wires.png
Two of the layers only.
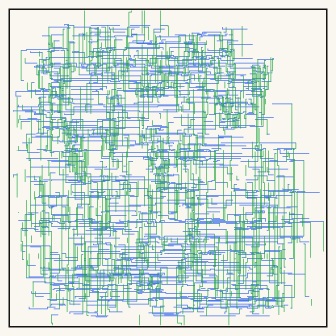
detail.png
Region (8, 63) to (48, 103) microns. Cells in gray, sequential cells in the stronger gray; small squares are vias.
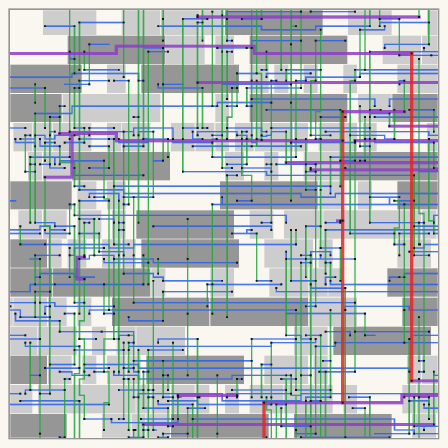
### src/rtl/snn_layer_sequencer.sv
// Time-multiplexed LIF layer: one shared accumulate/update datapath walks all post neurons per timestep.
// Latency: done N_POST*(N_PRE+1)+1 cycles after start acceptance; start is ignored while busy (not queued).
module snn_layer_sequencer #(
  parameter int V_SIZE = 8,
  parameter int N_PRE  = 3,
  parameter int N_POST = 3,
  parameter int THRESH = 8,
  parameter int LEAK   = 1,
  parameter int AW     = $clog2(N_PRE*N_POST)
) (
  input  logic              clk,
  input  logic              rstn,
  input  logic              start,
  input  logic [N_PRE-1:0]  spike_in,
  output logic              busy,
  output logic              done,
  output logic [N_POST-1:0] spike_out,
  input  logic              cfg_we,
  input  logic [AW-1:0]     cfg_addr,
  input  logic [V_SIZE-1:0] cfg_wdata
);

  localparam int NW = N_PRE * N_POST;
  localparam int IW = (N_PRE > 1) ? $clog2(N_PRE) : 1;
  localparam int JW = (N_POST > 1) ? $clog2(N_POST) : 1;
  localparam logic [V_SIZE-1:0] VMAX = '1;
  localparam logic [V_SIZE-1:0] THR  = V_SIZE'(THRESH);
  localparam logic [V_SIZE-1:0] LK   = V_SIZE'(LEAK);
  localparam logic [IW-1:0] I_LAST = IW'(N_PRE - 1);
  localparam logic [JW-1:0] J_LAST = JW'(N_POST - 1);

  typedef enum logic [1:0] {
    S_IDLE,
    S_ACCUM,
    S_UPDATE,
    S_DONE
  } state_t;

  state_t              state;
  logic [V_SIZE-1:0]   w [0:NW-1];
  logic [V_SIZE-1:0]   v [0:N_POST-1];
  logic [N_PRE-1:0]    spike_q;
  logic [N_POST-1:0]   spike_nxt;
  logic [IW-1:0]       i;
  logic [JW-1:0]       j;
  logic [V_SIZE-1:0]   acc;

  logic [AW-1:0]       widx;
  logic [V_SIZE-1:0]   w_sel;
  logic [V_SIZE:0]     acc_sum;
  logic [V_SIZE-1:0]   acc_nxt;
  logic [V_SIZE:0]     v_sum_w;
  logic [V_SIZE-1:0]   vsum;
  logic [V_SIZE-1:0]   v_leak;
  logic                fire;
  logic [N_POST-1:0]   spike_fin;
  logic                cfg_ok;

  assign widx   = AW'(int'(j) * N_PRE + int'(i));
  assign cfg_ok = cfg_we && (int'(cfg_addr) < NW);

  // Both additions saturate; leak floors at zero instead of wrapping.
  always_comb begin
    w_sel     = spike_q[i] ? w[widx] : '0;
    acc_sum   = {1'b0, acc} + {1'b0, w_sel};
    acc_nxt   = acc_sum[V_SIZE] ? VMAX : acc_sum[V_SIZE-1:0];
    v_sum_w   = {1'b0, v[j]} + {1'b0, acc};
    vsum      = v_sum_w[V_SIZE] ? VMAX : v_sum_w[V_SIZE-1:0];
    fire      = (vsum >= THR);
    v_leak    = (vsum > LK) ? (vsum - LK) : '0;
    spike_fin = spike_nxt;
    spike_fin[j] = fire;
  end

  always_ff @(posedge clk or negedge rstn) begin
    if (!rstn) begin
      state     <= S_IDLE;
      busy      <= 1'b0;
      done      <= 1'b0;
      spike_out <= '0;
      spike_q   <= '0;
      spike_nxt <= '0;
      i         <= '0;
      j         <= '0;
      acc       <= '0;
      for (int k = 0; k < NW; k++) w[k] <= '0;
      for (int k = 0; k < N_POST; k++) v[k] <= '0;
    end else begin
      case (state)
        S_IDLE: begin
          if (cfg_ok) w[cfg_addr] <= cfg_wdata;
          if (start) begin
            spike_q <= spike_in;
            i       <= '0;
            j       <= '0;
            acc     <= '0;
            busy    <= 1'b1;
            state   <= S_ACCUM;
          end
        end
        S_ACCUM: begin
          acc <= acc_nxt;
          if (i == I_LAST) state <= S_UPDATE;
          else             i     <= i + 1'b1;
        end
        S_UPDATE: begin
          spike_nxt[j] <= fire;
          v[j]         <= fire ? '0 : v_leak;
          // spike_out is loaded on the edge into DONE so it is already new while done is high.
          if (j == J_LAST) begin
            spike_out <= spike_fin;
            done      <= 1'b1;
            state     <= S_DONE;
          end else begin
            j     <= j + 1'b1;
            i     <= '0;
            acc   <= '0;
            state <= S_ACCUM;
          end
        end
        S_DONE: begin
          done  <= 1'b0;
          busy  <= 1'b0;
          state <= S_IDLE;
        end
        default: state <= S_IDLE;
      endcase
    end
  end

endmodule

### config.mk
export PLATFORM = sky130hd
export DESIGN_NAME = snn_layer_sequencer
export DESIGN_NICKNAME = d
export VERILOG_FILES = /design/src/rtl/snn_layer_sequencer.sv
export SDC_FILE = /design/constraint.sdc
export NUM_CORES = 1
export LEC_CHECK = 0
export CAP_MARGIN = 0
export CORE_MARGIN = 2
export CORE_UTILIZATION = 55
export DETAILED_ROUTE_END_ITERATION = 10
export PLACE_DENSITY = 0.73
export RECOVER_POWER = 100
export SLEW_MARGIN = 10
export SYNTH_ARGS = -nofsm -noshare
export SYNTH_HDL_FRONTEND = slang
export SYNTH_SLANG_ARGS = --single-unit
### constraint.sdc
create_clock -name clk -period 6.9 [get_ports clk]
set_clock_uncertainty 0.2 [all_clocks]
set_input_delay 0.69 -clock clk [delete_from_list [all_inputs] [get_ports clk]]
set_output_delay 0.69 -clock clk [all_outputs]
set_load 0.01 [all_outputs]
==> results.yml <==
# synthesis and place-and-route metrics
worst_setup_path:
  r2r_cells: 16
  critPathLaunch: "j[1]$_DFFE_PN0P_"
  cpMostUsedCell: "inv_1"
  path_cells: "inv_1 -> fa_1 -> inv_1 -> ha_1 -> inv_1 -> fa_1 -> nor4b_2 -> a22oi_1 -> nor2_1 -> ha_1 -> nor2b_1 -> o21a_1 -> o211a_1 -> o211ai_1 -> o211ai_1 -> a22o_1"
  cp_max_fo: 13
  crit_cells: 16
  worstPathArrival_ps: 5650
  crit_family: "adder cells"
  cp_slowest_cell: "fa_1"
  reg2reg_slack_ps: 1360
  rr_endpoint: "acc[6]$_DFFE_PN0P_"
  cp-start-kind: "register"
  crit_required_ps: 7000
  crit_buf_inv: 3
  r2r-start: "j[1]$_DFFE_PN0P_"
  cp-end-kind: "register"
sta:
  final-hold-violation-count: 0
  worst_slack_ps: 1360
  tightest_slew_ps: 2720
  max-slew-margin-rel_pct: -81.4
  period_needed_ps: 5540
  setup_viol: 0
  rsz0062_at_grt: "no"
  drv_slew: 141
power_and_ir_drop:
  power_frac_seq_pct: 33.8
  powerClk_uw: 874
  power.group.top: "combinational cells"
  vdd_ir_drop_max_mv: 0.282
  pg_seq_mw: 1.05
  leakagePower_nw: 3.34
synth:
  top_cell_area_share_pct: 48.1
  synth.area.top_cells: "dfrtp_1 48%, mux2_2 15%, mux4_2 5.8%"
  ys_sh_simple_pct: 9.55
  syn_area_sq_mm: 0.00625
  yosys_cells: 508
  netlist-cell-type-count: 55
  synthCells: 508
  yosys_area_sq_mm: 0.00625
  syn_area_per_cell_sq_um: 12.3
layout:
  top_register: "w"
  postLayoutCellArea_sq_mm: 0.00714
  seq_share_pct: 42.0
  fin_cells: 685
  final_core_utilization_pct: 65.0
  signal_buffers: 25
  layout_top_cell: "dfrtp_1"
  layout_top_cells: "120 x dfrtp_1, 84 x mux2_2, 41 x nand2_1"
  clkbuf_count: 24
  largest_register_ffs: 72
  fin_nets: 582
  sh_comb_area_pct: 43.3
  clockNetworkAreaShare_pct: 8.18
  num-multi-input-gates: 356
  layout-drive-gt1-share_pct: 25.0
  mi_logic_area_sq_mm: 0.00310
global_routing:
  grt_pass1_vias: 4340
  antenna_found_initial: 0
  top_usage_layer: "met2"
  groute.layer.met1.usage_pct: 32.8
  grt.overflow.total: 0
clock_tree:
  cts.htree.levels: 4
  numCtsBuffers: 17
  clkTransAtPathRegs_ps: 60
  ctsHoldBuffers: 0
  postCtsSetupRepairBufs: 0
  clkLatencyLatePin_ps: 420
  cts_resized: 0
  cts_tree: "done"
detailed_routing:
  drcViolationCount: 0
  wl_met1_microns: 6260
  wl_met2_microns: 6210
  dr_wl_met3_microns: 538
  dr.max_layer_used: "met4"
  wire_per_inst_microns: 19.3
  viasPerCell: 6.07
floorplanning:
  io_pins: 24
  fp_util_pct: 56.9
  core-area_sq_mm: 0.0110
  dieArea_sq_mm: 0.0122
outcome:
  violations: "max-capacitance violations, max-slew violations"
  outcome: "finished with violations"
placed_design:
  place_ws_ps: 1390
  gp_congestion: 0.823
min_path:
  min_path_type: "reg2reg"
flow_run:
  cap_violations: 4
Notes on wires.png above:
legend:
  blue:
    layer: metal 1
    wire_length: 6260 microns
  green:
    layer: metal 2
    wire_length: 6210 microns
routed vias: 4158
WL final: 13200 microns

Notes on detail.png above:
legend:
  red:
    layer: metal 4
  blue:
    layer: metal 1
  green:
    layer: metal 2
  purple:
    layer: metal 3
most frequent: dfrtp_1 (22), nand2_1 (18), o21ai_0 (13)
netlist names of flops here include: v (11), j (2), spike_nxt (2)
cells with their middle in the window: 115
sequential cells in the window: 22

